run_1/flops_by_reg.png
Scale bar: 10 um. Other cells in grey.
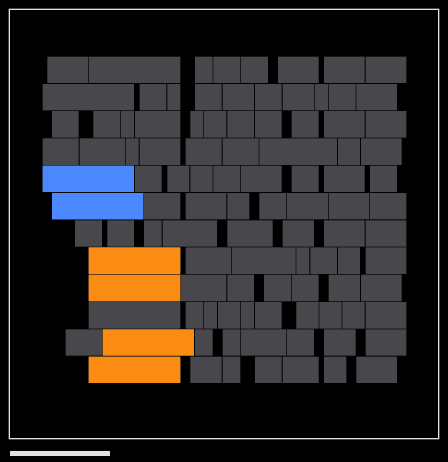
run_1/wires.png
Only two layers are drawn.
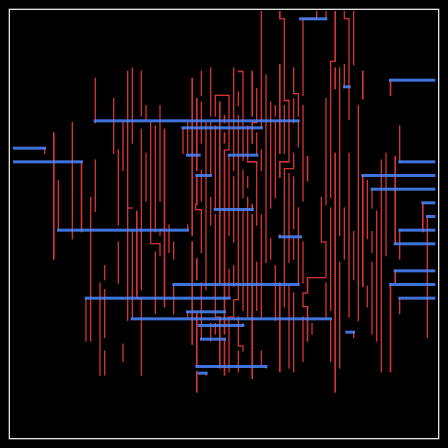
run_1/metal_density.png
The die is cut into 9 by 9 equal tiles; dark purple is low, yellow is high, scaled to the fullest tile. Values are wire area over tile area, all layers added.
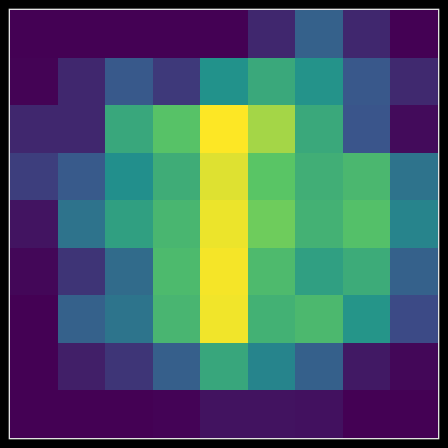
run_1/cell_density.png
Scale bar: 10 um. The die is cut into 9 by 9 equal tiles; dark purple is low, yellow is high, 0 to 100% covered.
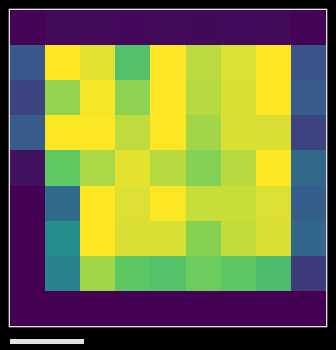
[src/rtl/dcache_ctrl_fsm_pkg.sv]
// Shared definitions for the cache controller slice.
// Holds the controller state type, the default line size and the helper that
// derives the beat counter width from the line size.
package dcache_ctrl_fsm_pkg;

    typedef enum logic [1:0] {
        IDLE       = 2'd0,
        WRITE_BACK = 2'd1,
        ALLOCATE   = 2'd2
    } t_cache_state;

    localparam int unsigned DEFAULT_BLOCK_WORDS = 16;

    // A one-word line still needs a 1-bit index so the port never collapses
    // to zero width.
    function automatic int unsigned beat_width(input int unsigned words);
        return (words <= 1) ? 1 : $clog2(words);
    endfunction

endpackage

[src/rtl/dcache_ctrl_fsm_beat_counter.sv]
// Beat counter for cache line bursts.
// Counts words within a line, wrapping modulo BLOCK_WORDS.
// Ports:
//   clk, arstn  clock and asynchronous active-low reset
//   clr         clear to 0 (wins over inc)
//   inc         advance by one beat
//   count       current beat index
//   last        count is the final word of the line
module dcache_ctrl_fsm_beat_counter
    import dcache_ctrl_fsm_pkg::*;
#(
    parameter int unsigned BLOCK_WORDS = DEFAULT_BLOCK_WORDS,
    parameter int unsigned BEAT_W      = beat_width(BLOCK_WORDS)
) (
    input  logic              clk,
    input  logic              arstn,
    input  logic              clr,
    input  logic              inc,
    output logic [BEAT_W-1:0] count,
    output logic              last
);

    localparam logic [BEAT_W-1:0] LastIdx = BEAT_W'(BLOCK_WORDS - 1);

    logic [BEAT_W-1:0] count_q, count_d;

    always_comb begin
        count_d = count_q;
        if (clr) begin
            count_d = '0;
        end else if (inc) begin
            count_d = (count_q == LastIdx) ? '0 : count_q + 1'b1;
        end
    end

    always_ff @(posedge clk or negedge arstn) begin
        if (!arstn) begin
            count_q <= '0;
        end else begin
            count_q <= count_d;
        end
    end

    assign count = count_q;
    assign last  = (count_q == LastIdx);

endmodule

[src/rtl/dcache_ctrl_fsm.sv]
// Direct-mapped write-back, write-allocate cache controller FSM.
// Answers the main FSM's held start strobe with a same-cycle stall, completes
// hits in IDLE, and runs a write-back burst (dirty victim) followed by a
// refill burst on a miss. After refill the access is re-checked in IDLE.
// Ports:
//   clk, arstn           clock and asynchronous active-low reset
//   i_start/i_write      access request and store flag
//   i_hit/i_dirty        tag compare result and victim dirty bit
//   i_mem_rvalid         read beat valid; i_mem_wready write beat accepted
//   o_stall              core must hold its request
//   o_data_we/o_dirty_set store hit: write word, mark line dirty
//   o_refill_we          write memory beat at o_beat_idx
//   o_meta_we            write tag, set valid, clear dirty (last refill beat)
//   o_mem_rd_req/o_mem_wr_req  read / write-back burst active
//   o_beat_idx           word within the line; o_mem_wlast final write beat
module dcache_ctrl_fsm
    import dcache_ctrl_fsm_pkg::*;
#(
    parameter int unsigned BLOCK_WORDS = DEFAULT_BLOCK_WORDS,
    parameter int unsigned BEAT_W      = beat_width(BLOCK_WORDS)
) (
    input  logic              clk,
    input  logic              arstn,
    input  logic              i_start,
    input  logic              i_write,
    input  logic              i_hit,
    input  logic              i_dirty,
    input  logic              i_mem_rvalid,
    input  logic              i_mem_wready,
    output logic              o_stall,
    output logic              o_data_we,
    output logic              o_dirty_set,
    output logic              o_refill_we,
    output logic              o_meta_we,
    output logic              o_mem_rd_req,
    output logic              o_mem_wr_req,
    output logic [BEAT_W-1:0] o_beat_idx,
    output logic              o_mem_wlast
);

    t_cache_state      state_q, state_d;
    logic              cnt_clr, cnt_inc, cnt_last;
    logic [BEAT_W-1:0] cnt;

    dcache_ctrl_fsm_beat_counter #(
        .BLOCK_WORDS(BLOCK_WORDS),
        .BEAT_W     (BEAT_W)
    ) u_beat_counter (
        .clk  (clk),
        .arstn(arstn),
        .clr  (cnt_clr),
        .inc  (cnt_inc),
        .count(cnt),
        .last (cnt_last)
    );

    always_ff @(posedge clk or negedge arstn) begin
        if (!arstn) begin
            state_q <= IDLE;
        end else begin
            state_q <= state_d;
        end
    end

    always_comb begin
        state_d      = state_q;
        cnt_clr      = 1'b0;
        cnt_inc      = 1'b0;
        o_stall      = 1'b0;
        o_data_we    = 1'b0;
        o_dirty_set  = 1'b0;
        o_refill_we  = 1'b0;
        o_meta_we    = 1'b0;
        o_mem_rd_req = 1'b0;
        o_mem_wr_req = 1'b0;
        o_beat_idx   = '0;
        o_mem_wlast  = 1'b0;

        case (state_q)
            IDLE: begin
                o_stall = i_start & ~i_hit;
                if (i_start && i_hit) begin
                    o_data_we   = i_write;
                    o_dirty_set = i_write;
                end else if (i_start) begin
                    state_d = i_dirty ? WRITE_BACK : ALLOCATE;
                    cnt_clr = 1'b1;
                end
            end
            WRITE_BACK: begin
                o_stall      = 1'b1;
                o_mem_wr_req = 1'b1;
                o_beat_idx   = cnt;
                o_mem_wlast  = cnt_last;
                if (i_mem_wready) begin
                    cnt_inc = 1'b1;
                    if (cnt_last) begin
                        state_d = ALLOCATE;
                        cnt_clr = 1'b1;
                    end
                end
            end
            ALLOCATE: begin
                o_stall      = 1'b1;
                o_mem_rd_req = 1'b1;
                o_beat_idx   = cnt;
                o_refill_we  = i_mem_rvalid;
                if (i_mem_rvalid) begin
                    cnt_inc = 1'b1;
                    if (cnt_last) begin
                        // Line becomes valid only here, so an aborted refill
                        // leaves it invalid.
                        o_meta_we = 1'b1;
                        state_d   = IDLE;
                        cnt_clr   = 1'b1;
                    end
                end
            end
            default: begin
                state_d = IDLE;
                cnt_clr = 1'b1;
            end
        endcase
    end

endmodule

[config.mk]
export PLATFORM = sky130hd
export DESIGN_NAME = dcache_ctrl_fsm
export DESIGN_NICKNAME = d
export VERILOG_FILES = /design/src/rtl/dcache_ctrl_fsm_pkg.sv /design/src/rtl/dcache_ctrl_fsm_beat_counter.sv /design/src/rtl/dcache_ctrl_fsm.sv
export SDC_FILE = /design/constraint.sdc
export NUM_CORES = 1
export LEC_CHECK = 0
export CORE_MARGIN = 3
export CORE_UTILIZATION = 37
export CTS_CLUSTER_SIZE = 20
export DETAILED_ROUTE_END_ITERATION = 8
export PLACE_DENSITY = 0.84
export SLEW_MARGIN = 30
export SYNTH_ARGS = -nofsm -noshare
export SYNTH_HDL_FRONTEND = slang
export SYNTH_SLANG_ARGS = --single-unit
[constraint.sdc]
create_clock -name clk -period 1.6 [get_ports clk]
set_input_delay 0.48 -clock clk [delete_from_list [all_inputs] [get_ports clk]]
set_output_delay 0.48 -clock clk [all_outputs]
set_load 0.02 [all_outputs]
==> ci_impl_report.md, run 1 <==
## PnR job results

| Metric | Value |
|---|---|
| Main synth FF type | `dfrtp_1` |
| Num CTS Buffers | `3` |
| Final net count | `117` |
| Drt drc | `0` |
| Synthesis area per yosys | `498 um2` |
| Number of global-route vias before repair | `672` |
| Outcome | `complete, but fails checks` |
| Sequential power share | `12.9%` |
| Switching power total | `0.000739 W` |
| Global route total overflow | `0` |
| Sw frac | `42.6%` |
| Final worst slack | `-0.157 ns` |
| Top cells by count | `inv_1, dfrtp_1, ha_1` |
| Port Buffers | `19` |
| Fill cells | `49` |
| # H-tree levels | `1` |
| Routability cong. | `0.787` |
| Int Power | `0.000996 W` |
| CORE AREA | `1190 um2` |
| DP Worst Slack | `-0.719 ns` |
| Die span in y | `42.7 um` |
| Crit. End Element | `output pin` |
| Clk pwr share | `7.5%` |
| Ys async rst share | `100%` |
| Cell Area, Placed | `862 um2` |
| Count of final hold-check violations | `0` |
| Clock Sinks | `6` |
| Critical Path Fanout Max | `6` |
| Worst setup SP type | `register` |
| HP Class | `in -> async` |
| Detail Route Antenna Nets | `0` |
| Cell area leaders | `dfrtp_1, ha_1, inv_1` |
| WL final | `2060 um` |
| Slew @ Worst Pin | `0.291 ns` |
| Peak VDD IR | `1130 uV` |
| Post-route cell area | `1050 um2` |
| Failing checks | `negative setup slack` |
| Ys Warns | `0` |
| Reg2reg path depth | `8` |
| Synthesized registers | `6` |
| Boundary pin count | `20` |
| Via/cell ratio | `5.71` |
| Comb power frac | `79.6%` |
| Post-synthesis cell area | `498 um2` |
| Avg Cell Area, Syn | `8.59 um2` |
| First-pass GRT wire length | `2940 um` |
| Logic area | `424 um2` |
| CTS resizes | `86` |
| First drt pass iteration count | `4` |
| Total number of vias | `668` |
| Crit path DAT | `1.28 ns` |
| # Post-CTS Setup Buffers | `1` |
| Setup TNS | `-1.46 ns` |
| Min Tclk post-route | `1.76 ns` |
| Init Core Util | `42.0%` |
| Count leader, synth | `inv_1` |
| CTS tree | `built` |
| Max_slew headroom | `80.5%` |
| Insertion Delay late pin | `0.23 ns` |
| Leak | `0.489 nW` |
| Seq share, synth | `30.2%` |
| P_clk | `0.000130 W` |
| Post-layout util | `88.5%` |
| Hold buffer count at CTS | `0` |
| Die width | `42.7 um` |
| Final Setup Violations | `15` |
| Seq. pwr | `0.000225 W` |
| Largest area contributor in the netlist | `dfrtp_1` |
| Initial antenna violation count | `0` |
| Hpwl dp | `1200 um` |
| Largest net degree at the start of global routing | `7` |
| Log Warnings | `32` |
| Area Overhead vs Synth | `111%` |
| Setup crit end | `o_stall` |
| Share of cells above drive strength 1 | `59.8%` |
| Cell Type Count | `26` |
| Clock-pin slew on the worst setup and hold paths | `0.04 ns` |
| Floorplan net count | `71` |
| Critical Path RT | `1.12 ns` |
| FF-to-FF End | `state_q[0]` |
| Critical path cell sequence | `inv_2 > ha_4 > a31oi_4 > nor2_2 > buf_6` |
| Yosys top cell area share | `30.2%` |
| F_max | `0.569 GHz` |
| Wire length per cell | `17.6 um` |
| Pwr/cell area | `1650 nW/um2` |
| Reg2reg start | `state_q[1]` |
| Die ar. | `1820 um2` |
| Row count | `12` |
| CTS root buffer | `clkbuf_4` |
| Combinational group power | `0.00138 W` |
| Unrepaired setup endpoints after global routing | `true` |
| Number of max-cap violations | `0` |
| Cells after Synth | `58` |
| Crit. Startpoint | `state_q[0]` |
| Post-synth EDFFs | `0` |
Back to the opening pictures, flops_by_reg.png:
Key: orange = u_beat_counter.count [placed flops 4]; blue = state_q [placed flops 2]

Back to the opening pictures, wires.png:
Key: blue = metal 3 [wire length 171 um]; red = metal 2 [wire length 1,090 um]

Back to the opening pictures, metal_density.png:
The fullest tile reaches 0.54. 37% of the tiles are over half the peak. The densest ninth of the die: middle. 21% of the tiles are nearly empty. The emptiest ninth of the die: bottom left. The mean over all tiles is 0.19.

Back to the opening pictures, cell_density.png:
The fullest tile reaches 100%. The mean over all tiles is 56%. 51% of the tiles are over 75% full.

[run 1: cell families after synthesis]
family	after synthesis	share of synthesized area (%)
AOI/OAI and AO/OA	17	23.9
DFF	6	30.1
buffers and inverters	10	9.04
muxes	1	2.01
and+or+nand+nor	19	22.4
adders and majority gates	5	12.6
[run 1: routing by layer]
layer	share of wire (%)	global-route usage, %	vias up
li1	-	-	305
met1	35	22.8	311
met2	53	38.3	45
met3	8.3	4.24	7
met4	3.3	9.94	0
met5	0	0	-
[run 1: through the flow]
stage          power, W  cells  hold slack (ns)
2_1_floorplan  0.000728     58            0.184
3_3_place_gp    0.00115    110            0.651
3_5_place_dp    0.00118    110            0.656
4_1_cts         0.00153    114            0.472
5_1_grt         0.00185    116            0.493
6_report        0.00174    117            0.480
[run 1: registers in the layout, indices dropped and copies added (netlist names)]
name / cells
u_beat_counter.count: 4
state_q: 2
[run 1: layout by cell type, fill, tap and decap left out, types with 2 or more instances in the layout]
master / n
inv_2: 3
and2_1: 4
ha_1: 2
o21ai_1: 3
buf_4: 20
clkbuf_4: 3
ha_4: 3
inv_1: 4
clkdlybuf4s50_1: 3
nor2_2: 2
dlygate4sd2_1: 4
nand4_1: 4
a21oi_1: 3
buf_6: 17
dfrtp_1: 6
[run 1: critical path, delay by kind of cell, from the launching register on]
family | cells | cell delay [ns]
AND/OR/NAND/NOR | 1 | 0.06
buffers and inverters | 2 | 0.22
adder cells (fa/ha/maj) | 1 | 0.22
AND-OR/OR-AND | 1 | 0.16
flip-flops | 1 | 0.39
[run 1: area by class of cell]
type	instances	area share, %
clock buffers	3	2.15
multi-input cells	42	40.4
diodes	1	0.238
flip-flops and latches	6	14.3
well taps	14	1.67
inverters	7	2.50
repair buffers	44	38.7
## Run 2: what changed since run 1
==> constraint.sdc (replaced) <==
create_clock -name clk -period 1.43 [get_ports clk]
set_input_delay 0.429 -clock clk [delete_from_list [all_inputs] [get_ports clk]]
set_output_delay 0.429 -clock clk [all_outputs]
set_load 0.02 [all_outputs]
run_2/clocks.png
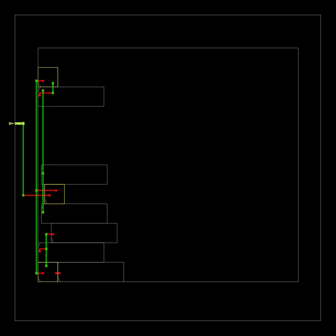
clk_buf instances: 3
Insertion Delay late pin: 0.24 ns
Setup Skew: 0.00428 ns
Num CTS Buffers: 3
P_clk: 0.000145 W

run_2/metal_density.png
The die is cut into 9 by 9 equal tiles; dark purple is low, yellow is high, scaled to the fullest tile. Values are wire area over tile area, all layers added.
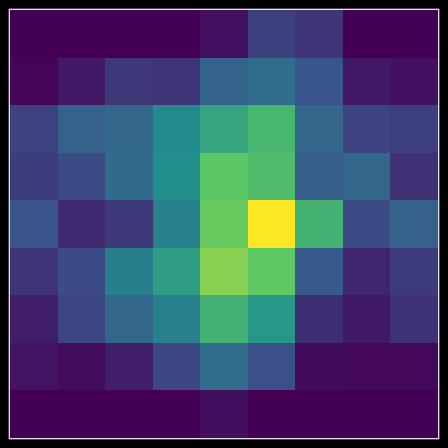
The mean over all tiles is 0.16. The fullest tile reaches 0.64. The densest ninth of the die: middle. 15% of the tiles are over half the peak. 19% of the tiles are nearly empty.

==> run 2 against run 1 <==
  * The flow still finishes with violations (negative setup slack)
  * Sequential share of layout area increased by 0.37 points
  * First-iteration DRC count decreased by 50%
  * Combinational power increased by 5%
  * Clock-buffer cell count did not move
  * Critical path depth unchanged
  * Area after synthesis stayed put
  * Critical path type unchanged
==> ci_impl_report.md, run 2 <==
## PnR job results

| Metric | Value |
|---|---|
| Power, Total | `0.00186 W (+7.1%)` |
| Unrepaired setup endpoints after global routing | `true` |
| Area Overhead vs Synth | `106%` |
| Leak | `0.459 nW (-6.1%)` |
| Failing checks | `negative setup slack` |
| Number of max-cap violations | `0 (unchanged)` |
| Top cells excl fill/tap | `buf_4, buf_6, dfrtp_1` |
| GR Util met3 | `2.54% (-1.7 points)` |
| Max_slew headroom | `80.9% (+0.40 points)` |
| Via/cell ratio | `5.75 (+0.71%)` |
| Setup TNS | `-3.99 ns (-2.54 ns)` |
| Outcome | `complete, but fails checks` |
| Peak VDD IR | `1870 uV (+65%)` |
| Wire length per cell | `16.0 um (-9.6%)` |
| Seq share, synth | `30.2% (unchanged)` |
| Ys async rst share | `100% (unchanged)` |
| Critical Path RT | `1.00 ns (-0.12 ns)` |
| First drt pass iteration count | `4 (unchanged)` |
| # H-tree levels | `1 (unchanged)` |
| Gr busiest metal | `met2` |
| Cell Type Count | `26 (unchanged)` |
| Clock-pin slew on the worst setup and hold paths | `0.04 ns (about the same)` |
| Detail Route Antenna Nets | `0 (unchanged)` |
| Synthesized registers | `6 (unchanged)` |
| Final non-filler cell total | `112 (-4.3%)` |
| Ys Warns | `0 (unchanged)` |
| WL final | `1790 um (-13%)` |
| Total number of vias | `644 (-3.6%)` |
| Pwr/cell area | `1820 nW/um2 (+9.9%)` |
| Met2 Resource Use GR | `33.5% (-4.8 points)` |
| Min Tclk post-route | `1.74 ns` |
| Number of global-route vias before repair | `596 (-11%)` |
| Critical Path Fanout Max | `7 (+1)` |
| Row count | `12 (unchanged)` |
| Post-synthesis cell area | `498 um2 (unchanged)` |
| Final Setup Violations | `18 (+3)` |
| Init Core Util | `42.0% (unchanged)` |
| Post-layout util | `86.3% (-2.2 points)` |
| CORE AREA | `1190 um2 (unchanged)` |
| F_max | `0.575 GHz` |
| Log Warnings | `32 (unchanged)` |
| Floorplan net count | `71 (unchanged)` |
| Top cells by count | `inv_1, dfrtp_1, ha_1` |
| Crit. End Element | `output pin` |
| Final hold slack | `0.423 ns (-0.0577 ns)` |
| Drt drc | `0 (unchanged)` |
| Die ar. | `1820 um2 (unchanged)` |
| Met1 global-route usage | `23.1% (+0.26 points)` |
| # diodes | `0 (-1)` |
| Final worst slack | `-0.310 ns (-0.153 ns)` |
| CTS root buffer | `clkbuf_4` |
| Reg2reg path depth | `7 (-1)` |
| Placed Cells | `107 (-2.7%)` |
| Share of cells above drive strength 1 | `63.3% (+3.5 points)` |
| First-pass GRT wire length | `2630 um (-11%)` |
| Synthesis area per yosys | `498 um2 (unchanged)` |
| Largest net degree at the start of global routing | `8 (+1)` |
| Crit path kind | `reg -> out` |
| Max reg flops | `4 (unchanged)` |
| Die width | `42.7 um (unchanged)` |
| CTS tree | `built` |
| Routability cong. | `0.938 (+19%)` |
| HP Class | `in -> async` |
| Post-route cell area | `1020 um2 (-2.5%)` |
| Port Buffers | `19 (unchanged)` |
| Hpwl dp | `1270 um (+5.5%)` |
| FF-to-FF End | `state_q[0]` |
| Largest area contributor in the netlist | `dfrtp_1` |
| Die span in y | `42.7 um (unchanged)` |
| Count leader, synth | `inv_1` |
| Avg Cell Area, Syn | `8.59 um2 (unchanged)` |
| Global route total overflow | `0 (unchanged)` |
| Post-synth EDFFs | `0 (unchanged)` |
| Main synth FF type | `dfrtp_1` |
| Final net count | `113 (-3.4%)` |
| Hold buffer count at CTS | `0 (unchanged)` |
| Cell area leaders | `dfrtp_1, ha_1, inv_1` |
| Most frequent logic cell in the layout | `buf_4` |
| Crit path DAT | `1.31 ns (+0.03 ns)` |
| Reg2reg start | `state_q[0]` |
| Cells after Synth | `58 (unchanged)` |
| Clock Sinks | `6 (unchanged)` |
| Count of final hold-check violations | `0 (unchanged)` |
| DP Worst Slack | `-0.829 ns (-0.110 ns)` |
| Initial antenna violation count | `0 (unchanged)` |
| Worst setup SP type | `register` |
| Cell Area, Placed | `897 um2 (+4.1%)` |
| Boundary pin count | `20 (unchanged)` |
| Yosys top cell area share | `30.2% (unchanged)` |
-- run 2: cell counts after synthesis --
Identical to the previous run, type by type.
-- run 2: how the worst max path moves through the flow --
stage / start / endpoint / depth (start not counted)
floorplan: state_q[1] / o_stall / 5
global placement: i_start / o_data_we / 3
detailed placement: i_start / o_data_we / 3
CTS: state_q[1] / o_stall / 5
global route: state_q[1] / o_beat_idx[3] / 4
finish: state_q[1] / o_stall / 5
-- run 2: worst max-delay path: stages, from the launching register on --
cell,delay [ns]
dfrtp_1,0.40
inv_2,0.11
ha_4,0.23
a31oi_4,0.17
nor2_4,0.04
buf_6,0.12
-- run 2: layout make-up --
class,instances,area (um2)
clock buffers,3,22.5
fillers,58,163
multi-input cells,42,444
flip-flops and latches,6,150
well taps,14,17.5
inverters,7,26.3
repair buffers,40,363
-- run 2: kinds of logic (layout without fill, tap and decap cells) --
logic type / Yosys count / count (layout) / share of synthesized area [%]
adders and majority gates: 5 / 5 / 12.6
muxes: 1 / 1 / 2.01
and+or+nand+nor: 19 / 19 / 22.4
AOI/OAI and AO/OA: 17 / 17 / 23.9
buffers and inverters: 10 / 50 / 9.04
DFF: 6 / 6 / 30.1
-- run 2: power by group --
part | switching (W) | internal, W | total [W]
logic | 0.000705 | 0.000742 | 0.00145
clock network | 0.0000512 | 0.0000942 | 0.000145
registers | 0.0000462 | 0.000220 | 0.000267
-- run 2: per-layer routing --
metal | routed length [um] | part of all wire [%]
met1 | 691 | 39
met2 | 959 | 54
met3 | 115 | 6.4
met4 | 21 | 1.2
met5 | 0 | 0
-- run 2: repair_timing --
| action | CTS | global route |
|---|---|---|
| setup endpoints to repair | 18 | 18 |
| gates resized | 84 | 10 |
| pin swaps | 6 | 6 |
| setup buffers | 1 | 1 |
Power is estimated from default activity; no workload was simulated.
